`src/rtl/common.sv`:
```
// Shared instruction-bus types used by the fetch path and the bus agents.
package common;

  typedef struct packed {
    logic        valid;
    logic [63:0] addr;
  } ibus_req_t;

  typedef struct packed {
    logic        data_ok;
    logic [31:0] data;
  } ibus_resp_t;

endpackage

```
`src/rtl/pipes.sv`:
```
// Pipeline-stage types for the fetch queue: FSM encoding and queue entry layout.
package pipes;

  typedef logic [63:0] u64;
  typedef logic [31:0] u32;

  typedef enum logic [1:0] {
    IDLE,
    REQ,
    DROP
  } fetchq_state_t;

  typedef struct packed {
    u64 pc;
    u32 instr;
  } fetchq_entry_t;

  localparam u64 FETCH_STEP = 64'd4;

endpackage

```
`src/rtl/fetchq_fifo.sv`:
```
// Circular {pc, instr} store for the fetch queue; DEPTH must be a power of two
// so the pointers wrap by natural overflow.
module fetchq_fifo
  import pipes::*;
#(
  parameter int unsigned DEPTH = 4
) (
  input  logic                         clk,
  input  logic                         reset,
  input  logic                         flush,
  input  logic                         push,
  input  fetchq_entry_t                wdata,
  input  logic                         pop,
  output fetchq_entry_t                head,
  output logic [$clog2(DEPTH+1)-1:0]   count,
  output logic                         empty
);

  localparam int unsigned PW = $clog2(DEPTH);
  localparam int unsigned CW = $clog2(DEPTH + 1);

  fetchq_entry_t  mem [DEPTH];
  logic [PW-1:0]  head_ptr;
  logic [PW-1:0]  tail_ptr;
  logic           do_push;
  logic           do_pop;

  assign empty   = (count == '0);
  assign do_push = push && !flush && (count != CW'(DEPTH));
  assign do_pop  = pop && !flush && !empty;
  assign head    = mem[head_ptr];

  always_ff @(posedge clk) begin
    if (do_push) mem[tail_ptr] <= wdata;
  end

  always_ff @(posedge clk or posedge reset) begin
    if (reset) begin
      head_ptr <= '0;
      tail_ptr <= '0;
      count    <= '0;
    end else if (flush) begin
      head_ptr <= '0;
      tail_ptr <= '0;
      count    <= '0;
    end else begin
      if (do_push) tail_ptr <= tail_ptr + PW'(1);
      if (do_pop)  head_ptr <= head_ptr + PW'(1);
      count <= count + CW'(do_push) - CW'(do_pop);
    end
  end

endmodule

```
`src/rtl/fetch_queue.sv`:
```
// Instruction fetch queue: single-outstanding bus fetcher feeding a FIFO to decode.
// Optional same-cycle response bypass to decode when built with FETCHQ_BYPASS_EN.
module fetch_queue
  import common::*;
  import pipes::*;
#(
  parameter int unsigned DEPTH    = 4,
  parameter logic [63:0] RESET_PC = 64'h8000_0000
) (
  input  logic        clk,
  input  logic        reset,
  output ibus_req_t   ireq,
  input  ibus_resp_t  iresp,
  input  logic        redirect_valid,
  input  logic [63:0] redirect_pc,
  output logic        out_valid,
  output logic [63:0] out_pc,
  output logic [31:0] out_instr,
  input  logic        out_ready
);

  localparam int unsigned CW = $clog2(DEPTH + 1);

  fetchq_state_t  state;
  fetchq_state_t  state_nxt;
  logic [63:0]    fetch_pc;
  logic [63:0]    fetch_pc_nxt;
  logic [63:0]    stale_addr;
  fetchq_entry_t  fifo_head;
  fetchq_entry_t  fifo_wdata;
  logic [CW-1:0]  fifo_count;
  logic [CW-1:0]  count_after;
  logic           fifo_empty;
  logic           fifo_push;
  logic           fifo_pop;
  logic           accept;
  logic           bypass;

  assign accept = (state == REQ) && iresp.data_ok && !redirect_valid;

`ifdef FETCHQ_BYPASS_EN
  assign bypass    = accept && fifo_empty;
  assign out_pc    = fifo_empty ? fetch_pc : fifo_head.pc;
  assign out_instr = fifo_empty ? iresp.data : fifo_head.instr;
`else
  assign bypass    = 1'b0;
  assign out_pc    = fifo_head.pc;
  assign out_instr = fifo_head.instr;
`endif

  // A bypassed response that decode takes immediately never occupies a slot.
  assign out_valid   = !redirect_valid && (!fifo_empty || bypass);
  assign fifo_pop    = out_valid && out_ready && !fifo_empty;
  assign fifo_push   = accept && !(bypass && out_ready);
  assign fifo_wdata  = '{pc: fetch_pc, instr: iresp.data};
  assign count_after = fifo_count + CW'(fifo_push) - CW'(fifo_pop);

  always_comb begin
    state_nxt    = state;
    fetch_pc_nxt = fetch_pc;
    ireq         = '0;
    unique case (state)
      IDLE: begin
        if (fifo_count < CW'(DEPTH)) state_nxt = REQ;
      end
      REQ: begin
        ireq.valid = 1'b1;
        ireq.addr  = fetch_pc;
        if (redirect_valid) begin
          state_nxt = iresp.data_ok ? IDLE : DROP;
        end else if (iresp.data_ok) begin
          fetch_pc_nxt = fetch_pc + FETCH_STEP;
          state_nxt    = (count_after < CW'(DEPTH)) ? REQ : IDLE;
        end
      end
      DROP: begin
        // Keep the abandoned request stable until the bus retires it.
        ireq.valid = 1'b1;
        ireq.addr  = stale_addr;
        if (iresp.data_ok) state_nxt = IDLE;
      end
      default: state_nxt = IDLE;
    endcase
    if (redirect_valid) fetch_pc_nxt = redirect_pc;
  end

  always_ff @(posedge clk or posedge reset) begin
    if (reset) begin
      state      <= IDLE;
      fetch_pc   <= RESET_PC;
      stale_addr <= '0;
    end else begin
      state    <= state_nxt;
      fetch_pc <= fetch_pc_nxt;
      if ((state == REQ) && redirect_valid && !iresp.data_ok) stale_addr <= fetch_pc;
    end
  end

  fetchq_fifo #(
    .DEPTH(DEPTH)
  ) u_fifo (
    .clk   (clk),
    .reset (reset),
    .flush (redirect_valid),
    .push  (fifo_push),
    .wdata (fifo_wdata),
    .pop   (fifo_pop),
    .head  (fifo_head),
    .count (fifo_count),
    .empty (fifo_empty)
  );

endmodule

```
`config.mk`:
```
export PLATFORM = sky130hd
export DESIGN_NAME = fetch_queue
export DESIGN_NICKNAME = d
export VERILOG_FILES = /design/src/rtl/common.sv /design/src/rtl/pipes.sv /design/src/rtl/fetchq_fifo.sv /design/src/rtl/fetch_queue.sv
export SDC_FILE = /design/constraint.sdc
export NUM_CORES = 1
export LEC_CHECK = 0
export CORE_MARGIN = 5
export CORE_UTILIZATION = 50
export DETAILED_ROUTE_END_ITERATION = 8
export PLACE_DENSITY = 0.72
export SLEW_MARGIN = 20
export SYNTH_ARGS = -nofsm -noshare
export SYNTH_HDL_FRONTEND = slang
export SYNTH_SLANG_ARGS = --single-unit
```
`constraint.sdc`:
```
create_clock -name clk -period 7.75 [get_ports clk]
set_input_delay 1.55 -clock clk [delete_from_list [all_inputs] [get_ports clk]]
set_output_delay 1.55 -clock clk [all_outputs]
set_load 0.03 [all_outputs]
```
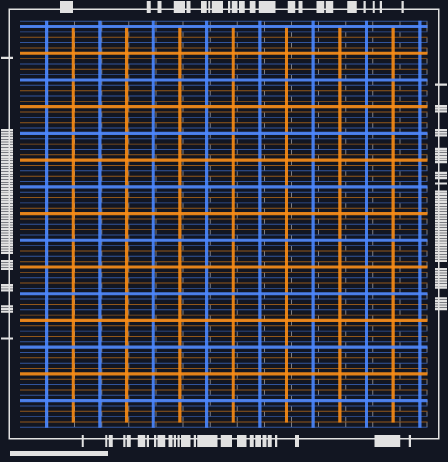
**Above:** run 1 (PDN straps and rails).
Scale bar: 50 um. Pins as bars on the die edge. Tap cells in grey.
- orange: VDD
- blue: VSS
- tap cells: 585
- rows: 76
- met4 straps: 15
- met5 straps: 15
- signal pins: 263

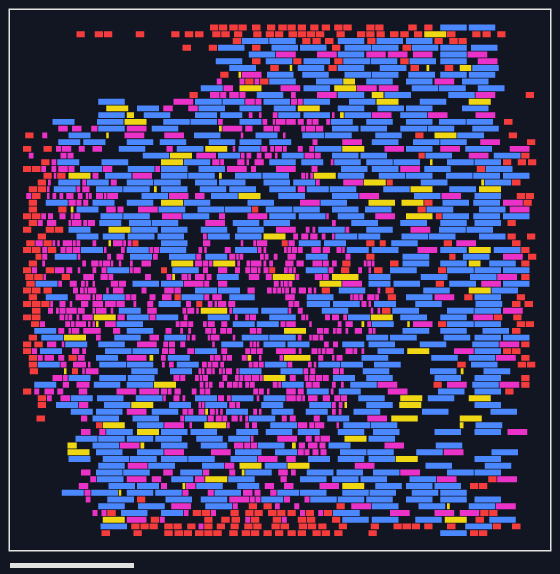
**Above:** run 1 (cell classes on the final placement).
Scale bar: 50 um.
- magenta: all other logic (cells 721)
- blue: flip-flops (cells 521)
- yellow: clock drivers and dummy loads (cells 94)
- red: other buffers and delay cells (cells 276)

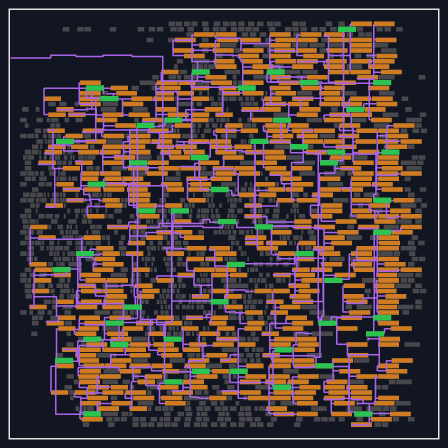
**Above:** run 1 (routed clock nets over the placement).
- green: cells driving clock nets (count 51)
- orange: flip-flops (count 521)
- purple: clock wires (length 5830 um)
- flops lie: all over the die

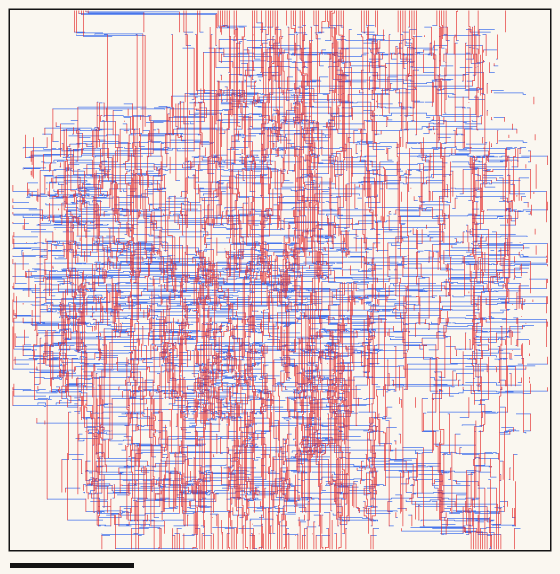
**Above:** run 1 (signal wires by layer).
Scale bar: 50 um. Two of the layers only.
- blue: met1 (wire length 22.5 mm)
- red: met2 (wire length 25.9 mm)

==> deck_impl_summary.md, run 1 <==
Implementation Results

Setup path
  – Required @ worst endpoint: 6200 ps
  – Reg2reg setup slack: 3130 ps
  – CP max stage cell: ha_2
  – Setup crit end kind: output pin
  – Kind of critical path: reg2out
  – CP endpoint: ireq[25]
  – Nature of the critical path startpoint: register

Synth
  – Yosys Warn Count: 0
  – EDFF count, synth: 384
  – Yosys cell count: 1318
  – Cells after Synth: 1318
  – Yosys top cell by area: edfxtp_1
  – Synth flops: 521
  – Top cells by area, synth: edfxtp_1 (53%), dfrtp_1 (16%), mux4_2 (10%), mux2_2 (3.3%), a22oi_1 (2.3%)
  – Syn nets: 1432
  – Yosys Chip Area: 0.0216 mm2

Min path
  – WHS Endpoint: stale_addr[29]$_DFFE_PP0P_
  – Hold path start: stale_addr[29]$_DFFE_PP0P_
  – HP Class: reg2reg

Clock network
  – Hold-fix buffers, CTS: 0
  – TritonCTS buffer count: 51
  – CTS max path bufs: 3
  – Clk slew on worst S/H paths: 60 ps
  – Latency at later pin: 580 ps
  – Sink Count: 521
  – Clk root buf: clkbuf_16
  – Number of setup buffers added after CTS: 0

Placed design
  – Placed Area: 0.0248 mm2
  – Hpwl dp: 34000 um
  – Port bufs: 262

Status
  – Status: complete, no violations

Timing
  – Hold slack: 492 ps
  – Setup violators final: 0
  – Min Tclk post-route: 5180 ps
  – Fin. Hold Viols: 0
  – Maximum clock frequency: 193 MHz

Drt
  – Routed WL: 53600 um
  – # DRC: 0
  – First-pass DRT Iterations: 8
  – Violation count after the first detailed-route iteration: 1238

Finish
  – Gate Area: 0.00628 mm2
  – Area growth, synth to finish: 22.6%
  – Layout cells sized above 1: 0.168
  – Finished layout cell area: 0.0265 mm2

Power and ir drop
  – Total power draw: 8.77 mW
  – Worst VDD drop: 0.234 mV
  – Ratio of total power to cell area: 331 mW/mm2

Floorplanning
  – Die Y: 218 um
  – I/O Pins: 263

GRT
  – Global Route Usage Sum: 0.223

Flow run
  – Tool Warnings: 31
[run 1: flip-flops by register name, summed over array words and instances, names as in the netlist]
name	count
u_fifo.mem	384
fetch_pc	64
stale_addr	64
u_fifo.count	3
state	2
u_fifo.head_ptr	2
u_fifo.tail_ptr	2
[run 1: kinds of logic after synthesis]
kind of cell,after synthesis,share of synthesized area
mux,163,0.135
flops,521,0.693
compound gates,155,0.0471
buf+inv,95,0.0183
simple gates,334,0.0844
fa+ha+maj,13,0.00788
xor+xnor,37,0.0150
[run 1: layout make-up]
type,count,area share
sequential,521,0.565
inverter,19,0.00288
antenna,1,0.0000945
tap,585,0.0276
timing repair buffer,276,0.103
multi-input combinational,702,0.237
clock buffer,66,0.0534
clock inverter,28,0.0107
[run 1: per-layer routing]
layer | share of wire | GRT usage
met4 | 0.027 | 0.0657
met5 | 0 | 0
met3 | 0.070 | 0.0401
met1 | 0.42 | 0.320
met2 | 0.48 | 0.357
[run 1: per-stage QoR]
stage	util	setup WS [ps]	instances
finish	0.618	2570	2198
global route	0.618	2460	2197
CTS	0.618	2580	2197
detailed placement	0.578	2470	2103
global placement	0.578	2620	2103
floorplan	-	2490	1318
[run 1: synth_stat cells, types with 14 or more instances]
library cell  number
mux2_2            63
nand2_1           82
xnor2_1           15
nor2b_1           68
clkbuf_1          54
a22oi_1           65
buf_1             14
nor2_1            35
nand4_1           25
edfxtp_1         384
or4_1             17
o21ai_0           47
dfrtp_1          136
nor4_1            14
a31oi_1           15
xor2_1            22
inv_1             19
mux4_2            96
nand3_1           39
[run 1: where the power goes]
group / leakage, nW / switching, mW / total [mW] / internal [mW]
clock network: 0.833 / 1.02 / 2.50 / 1.48
registers: 5.12 / 0.265 / 3.61 / 3.35
logic: 2.87 / 1.47 / 2.66 / 1.19
==> run 2: changes to the inputs <==
- PLACE_DENSITY: 0.72 -> 0.75
- clock period: 7.75 -> 4.75 ns (I/O delays scaled with it)
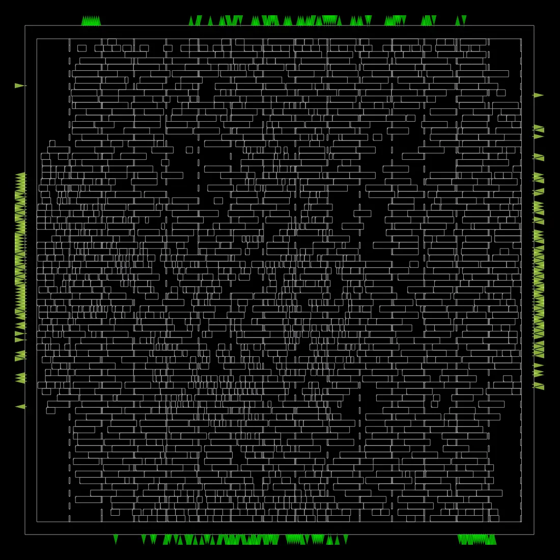
**Above:** run 2 (placement view).
post-route core utilization: 0.622
TAP cells: 585
Flop Count: 521
row cnt: 76
Final Non-Filler Cells: 2216

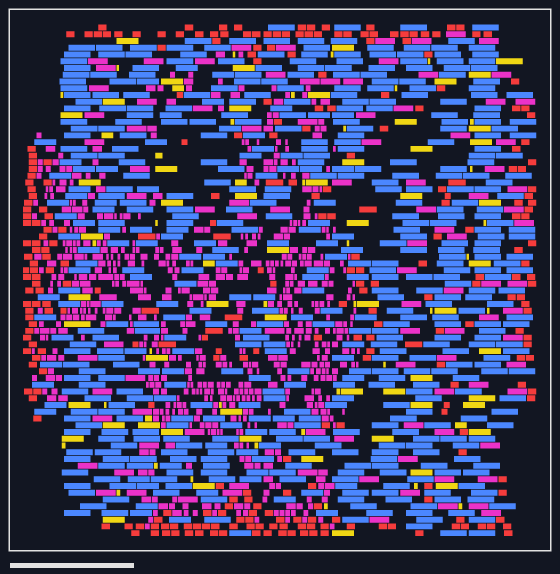
**Above:** run 2 (cell classes on the final placement).
Scale bar: 50 um.
- magenta: all other logic (cells 721)
- blue: flip-flops (cells 521)
- yellow: clock drivers and dummy loads (cells 98)
- red: other buffers and delay cells (cells 288)

==> run 2 against run 1 <==
  * Synthesized cell count unchanged
  * Wire length fell by 1.1%
  * Non-clock buffer count up 12
  * Sequential share of layout area is 0.37 points lower
  * First-iteration DRC count fell by 14%
  * Global-route usage about the same
  * Combinational power up 65%
  * Worst setup slack worse by 1800 ps
  * Total power up 62%
  * Clock skew hardly changed
  * Critical endpoint is now ireq[32]
==> deck_impl_summary.md, run 2 <==
Implementation Results

Synth
  – And-or/or-and share of the synthesized area: 0.0471 (unchanged)
  – Yosys Warn Count: 0 (unchanged)
  – Synth mux share: 0.135 (unchanged)
  – Simple-Gate Area Share: 0.0844 (unchanged)
  – Top cells by count: edfxtp_1 (384), dfrtp_1 (136), mux4_2 (96)
  – Yosys cell count: 1318 (unchanged)
  – Top cells by area, synth: edfxtp_1 (53%), dfrtp_1 (16%), mux4_2 (10%), mux2_2 (3.3%), a22oi_1 (2.3%)
  – Syn nets: 1432 (unchanged)
  – Post-Synth Adder-Cell Area: 0.00788 (unchanged)
  – XORs/XNORs by Area: 0.0150 (unchanged)
  – Logic family by area: multiplexers
  – Yosys Chip Area: 0.0216 mm2 (unchanged)
  – EDFF count, synth: 384 (unchanged)
  – Cells after Synth: 1318 (unchanged)
  – Synth top cell by count: edfxtp_1

Status
  – Status: complete, no violations

GRT
  – Global Route Usage Sum: 0.224 (+0.000236)
  – GRT met3 Usage: 0.0358 (-0.00430)
  – Grt peak-use layer: met2

Drt
  – Met2 wire len: 25800 um (-0.24%)
  – Violation count after the first detailed-route iteration: 1063 (-14%)
  – Metal1 wirelength: 22300 um (-0.76%)
  – First-pass DRT Iterations: 5 (-3)
  – Routed WL: 53000 um (-1.1%)
  – Met3 wire len: 3480 um (-6.9%)

Finish
  – Largest registers: u_fifo.mem (384), fetch_pc (64), stale_addr (64)
  – Largest register FFs: 384 (unchanged)
  – Area growth, synth to finish: 23.4%
  – Biggest register: u_fifo.mem
  – Finished layout cell area: 0.0267 mm2 (+0.66%)

Clock network
  – Hold-fix buffers, CTS: 0 (unchanged)
  – Sink Count: 521 (unchanged)
  – CTS max path bufs: 3 (unchanged)
  – TritonCTS buffer count: 52 (+2.0%)
  – Number of setup buffers added after CTS: 0 (unchanged)
  – Latency at later pin: 580 ps (about the same)
  – Clk slew on worst S/H paths: 60 ps (about the same)

Placed design
  – Port bufs: 262 (unchanged)
  – Setup WS pre-CTS: 913 ps (-1560 ps)
  – Hpwl dp: 33400 um (-1.8%)
  – Inst Count DP: 2115 (+0.57%)
  – Placed Area: 0.0250 mm2 (+0.87%)

Power and ir drop
  – Worst VDD drop: 0.392 mV (+68%)
  – Ratio of total power to cell area: 534 mW/mm2 (+61%)
  – Total power draw: 14.2 mW (+62%)

Setup path
  – Setup crit end kind: output pin
  – Reg2reg setup slack: 1310 ps (-1820 ps)
  – Nature of the critical path startpoint: register
  – Required @ worst endpoint: 3800 ps (-2400 ps)

Floorplanning
  – I/O Pins: 263 (unchanged)
  – Die Y: 218 um (unchanged)

Timing
  – Hold slack: 495 ps (+3.12 ps)
  – Maximum clock frequency: 250 MHz

Flow run
  – Tool Warnings: 31 (unchanged)

Min path
  – HP Class: reg2reg
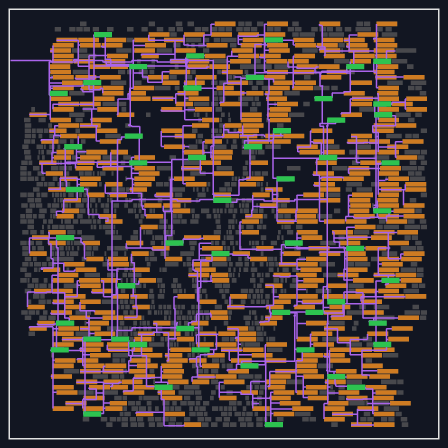
**Above:** run 2 (routed clock nets over the placement).
- green: cells driving clock nets (count 52)
- orange: flip-flops (count 521)
- purple: clock wires (length 5840 um)
- flops lie: all over the die

-- run 2: cell types whose count changed in the layout (fill, tap and decap cells not counted), moves of 2 or more --
cell / before / now
clkinv_2: 6 / 14
inv_6: 1 / 3
buf_12: 0 / 10
clkbuf_1: 9 / 14
diode_2: 1 / 3
bufinv_16: 6 / 3
buf_4: 15 / 17
clkinv_1: 14 / 7
-- run 2: worst paths after layout --
kind,start,endpoint,cells past startpoint
worst max-delay path,state[1]$_DFFE_PP0P_,ireq[32],6
worst min-delay path,stale_addr[59]$_DFFE_PP0P_,stale_addr[59]$_DFFE_PP0P_,2
worst max register to register,state[1]$_DFFE_PP0P_,fetch_pc[58]$_DFFE_PP0P_,8
worst min register to register,stale_addr[59]$_DFFE_PP0P_,stale_addr[59]$_DFFE_PP0P_,2
max in group asynchronous,reset,fetch_pc[40]$_DFFE_PP0P_,3
min in group asynchronous,reset,stale_addr[62]$_DFFE_PP0P_,2
-- run 2: layout make-up --
cell class / instances / area (um2) / area share
diodes: 3 / 7.51 / 0.000282
clock buffers: 72 / 1450 / 0.0543
clock inverters: 26 / 204 / 0.00765
inverters: 19 / 76.3 / 0.00286
multi-input cells: 702 / 6280 / 0.236
flip-flops and latches: 521 / 15000 / 0.561
well taps: 585 / 732 / 0.0275
repair buffers: 288 / 2940 / 0.110
-- run 2: where the power goes --
group          internal, mW  total, mW  switching (mW)
clock network          2.29       3.96            1.67
registers              5.46       5.88           0.424
logic                  2.01       4.40            2.39
total                  9.76       14.2            4.48
-- run 2: worst reg2reg max path, cell delays in order (launching register included) --
cell and delay [ps]:
dfrtp_1 380, inv_1 110, ha_2 540, nand3_1 390
nor4_2 690, nand4_1 180, buf_4 250, or4_1 530
a31o_2 250
==> run 3: changes to the inputs <==
- PLACE_DENSITY: 0.75 -> 0.72
- clock period: 4.75 -> 4.1 ns (I/O delays scaled with it)
==> run 3 against run 2 <==
  * Global-route usage rose by 0.15 points
  * Register-to-register slack got worse by 700 ps
  * Non-clock buffer count up 9
  * Die size unchanged
  * Synthesized cell count stayed put
  * Wire length grew 1.4%
  * Sequential power is 15% higher
  * Critical path depth did not move
==> deck_impl_summary.md, run 3 <==
Implementation Results

Synth
  – Area leader share: 0.534
  – Yosys cell count: 1318 (unchanged)
  – Cell Type Count: 51
  – Syn nets: 1432 (unchanged)
  – Yosys Warn Count: 0 (unchanged)
  – Synth top cell by count: edfxtp_1
  – Yosys Chip Area: 0.0216 mm2 (unchanged)
  – Cells after Synth: 1318 (unchanged)
  – Top cells by count: edfxtp_1 (384), dfrtp_1 (136), mux4_2 (96)
  – Top cells by area, synth: edfxtp_1 (53%), dfrtp_1 (16%), mux4_2 (10%), mux2_2 (3.3%), a22oi_1 (2.3%)
  – EDFF count, synth: 384 (unchanged)
  – Asr flop ratio synth: 0.263
  – Yosys top cell by area: edfxtp_1

Clock network
  – TritonCTS buffer count: 52 (unchanged)
  – CTS max path bufs: 3 (unchanged)
  – Clk root buf: clkbuf_16
  – CTS tree: done
  – Latency at later pin: 590 ps (about the same)
  – Sink Count: 521 (unchanged)
  – H-tree depth: 2
  – Hold-fix buffers, CTS: 0 (unchanged)
  – Clk slew on worst S/H paths: 60 ps (about the same)
  – Number of setup buffers added after CTS: 0 (unchanged)

Timing
  – Maximum clock frequency: 257 MHz
  – Unrepaired setup endpoints after global routing: no
  – Min Tclk post-route: 3890 ps
  – Worst slew pin tran: 806 ps
  – Fin. Hold Viols: 0
  – Post-Route Skew: 26.8 ps
  – Slew Viols, Final: 0
  – Setup violators final: 0
  – Post-layout period usage: 0.949
  – Hold slack: 487 ps (-7.62 ps)

Drt
  – Metal1 wirelength: 22800 um (+2.0%)
  – Via density per instance: 5.87
  – First-pass DRT Iterations: 5 (unchanged)
  – Per-cell routed wire length: 24.2 um
  – Routed WL: 53800 um (+1.4%)
  – Met3 wire len: 3700 um (+6.4%)
  – Final ANT Viol Nets: 0
  – Vias: 13000
  – Top sig layer: met5
  – Violation count after the first detailed-route iteration: 1139 (+7.1%)
  – Met2 wire len: 25900 um (+0.37%)

Placed design
  – GP Congestion: 0.829
  – Hpwl dp: 34500 um (+3.2%)
  – Setup WS pre-CTS: 281 ps (-632 ps)
  – Port bufs: 262 (unchanged)
  – Placed Area: 0.0251 mm2 (+0.42%)
  – Inst Count DP: 2124 (+0.43%)

Setup path
  – R2r startpoint: state[1]$_DFFE_PP0P_
  – CP max stage cell: clkdlybuf4s50_1
  – CP cell instances: inv_1, ha_2, buf_12, a22oi_1, nor2b_1, clkdlybuf4s50_1
  – Slowest stage delay, CP: 710 ps
  – Crit-path max FO: 51
  – CP startpoint: state[1]$_DFFE_PP0P_
  – Nature of the critical path startpoint: register
  – Required @ worst endpoint: 3280 ps (-520 ps)
  – Setup crit end kind: output pin
  – Reg2reg setup slack: 610 ps (-700 ps)

GRT
  – Largest net degree at the start of global routing: 70
  – Global Route Usage Sum: 0.225 (+0.00155)
  – First-pass GRT wire length: 81500 um
  – Initial antenna violation count: 4

Finish
  – Layout cells sized above 1: 0.182
  – Nets: 1707
  – Largest register FFs: 384 (unchanged)
  – Top cell excl fill/tap: edfxtp_1
  – Finished layout cell area: 0.0267 mm2 (+0.33%)
  – Area growth, synth to finish: 23.8%
  – Final Non-Filler Cells: 2223 (+0.32%)
  – Biggest register: u_fifo.mem
  – Largest registers: u_fifo.mem (384), fetch_pc (64), stale_addr (64)

Flow run
  – Tool Warnings: 31 (unchanged)

Min path
  – Hold path start: stale_addr[43]$_DFFE_PP0P_
  – HP Class: reg2reg

Floorplanning
  – I/O Pins: 263 (unchanged)
  – Row cnt: 76 (unchanged)
  – Die Y: 218 um (unchanged)
  – Chip footprint: 0.0475 mm2

Power and ir drop
  – Total power draw: 16.5 mW (+16%)
  – Worst VDD drop: 0.467 mV (+19%)
  – Leakage dissipation: 8.94 nW
  – Ratio of total power to cell area: 615 mW/mm2 (+15%)

Status
  – Status: complete, no violations
-- run 3: layer usage --
layer / global-route usage / vias to the layer above
met5: 0 / -
met4: 0.0592 / 4
met3: 0.0485 / 81
met2: 0.360 / 473
met1: 0.320 / 6751
li1: - / 5739
-- run 3: layout make-up --
cell class | instances | area (um2)
Antenna cell | 3 | 7.51
Clock buffer | 84 | 1570
Clock inverter | 12 | 63.8
Fill cell | 3154 | 16100
Inverter | 19 | 75.1
Multi-Input combinational cell | 702 | 6280
Sequential cell | 521 | 15000
Tap cell | 585 | 732
Timing Repair Buffer | 297 | 3050
-- run 3: power breakdown --
group / internal (mW) / switching, mW
clock: 2.62 / 1.92
sequential: 6.32 / 0.450
combinational: 2.32 / 2.83
-- run 3: worst max-delay path: cells and delay by family, from the launching register on --
kind | cells | cell delay, ps
adder cells (fa/ha/maj) | 1 | 520
AND-OR/OR-AND | 1 | 140
buffers and inverters | 3 | 1140
AND/OR/NAND/NOR | 1 | 230
flip-flops | 1 | 390
-- run 3: worst paths after layout --
kind	to	cells past startpoint
hold / removal	stale_addr[43]$_DFFE_PP0P_	2
min in group asynchronous	u_fifo.count[2]$_DFF_PP0_	2
hold reg to reg	stale_addr[43]$_DFFE_PP0P_	2
max in group asynchronous	u_fifo.head_ptr[1]$_DFFE_PP0P_	3
setup reg to reg	fetch_pc[58]$_DFFE_PP0P_	8
setup / recovery	ireq[39]	6
-- run 3: kinds of logic after synthesis --
| logic type | Yosys count | synth area share |
|---|---|---|
| muxes | 163 | 0.135 |
| buffers and inverters | 95 | 0.0183 |
| xor gates and xnor gates | 37 | 0.0150 |
| AOI/OAI and AO/OA | 155 | 0.0471 |
| adders and majority gates | 13 | 0.00788 |
| DFF | 521 | 0.693 |
| and+or+nand+nor | 334 | 0.0844 |
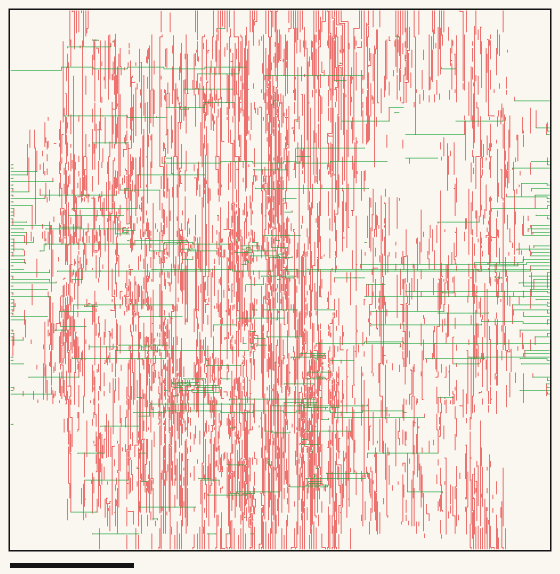
**Above:** run 3 (signal wires by layer).
Scale bar: 50 um. Two of the layers only.
- green: met3 (wire length 3700 um)
- red: met2 (wire length 25.9 mm)

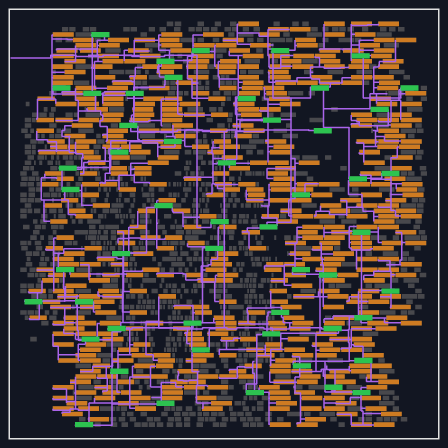
**Above:** run 3 (routed clock nets over the placement).
- purple: clock wires (length 5940 um)
- orange: flip-flops (count 521)
- green: cells driving clock nets (count 52)
- flops lie: all over the die

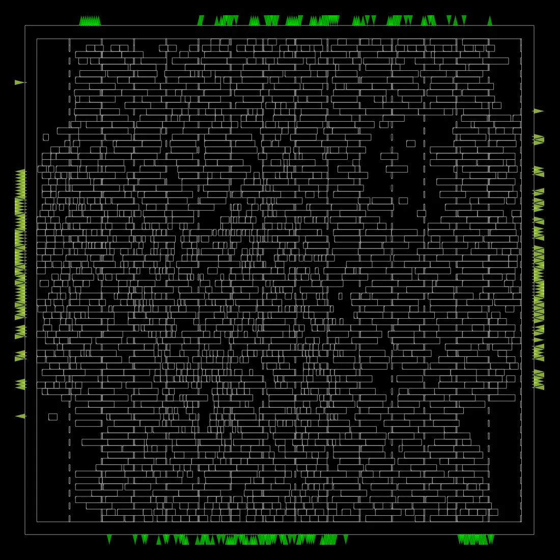
**Above:** run 3 (placement view).
Core Region: 0.0429 mm2
flop share of the area: 0.560
post-route core utilization: 0.624
fill cell count: 3154

Power and IR drop assume default switching activity.
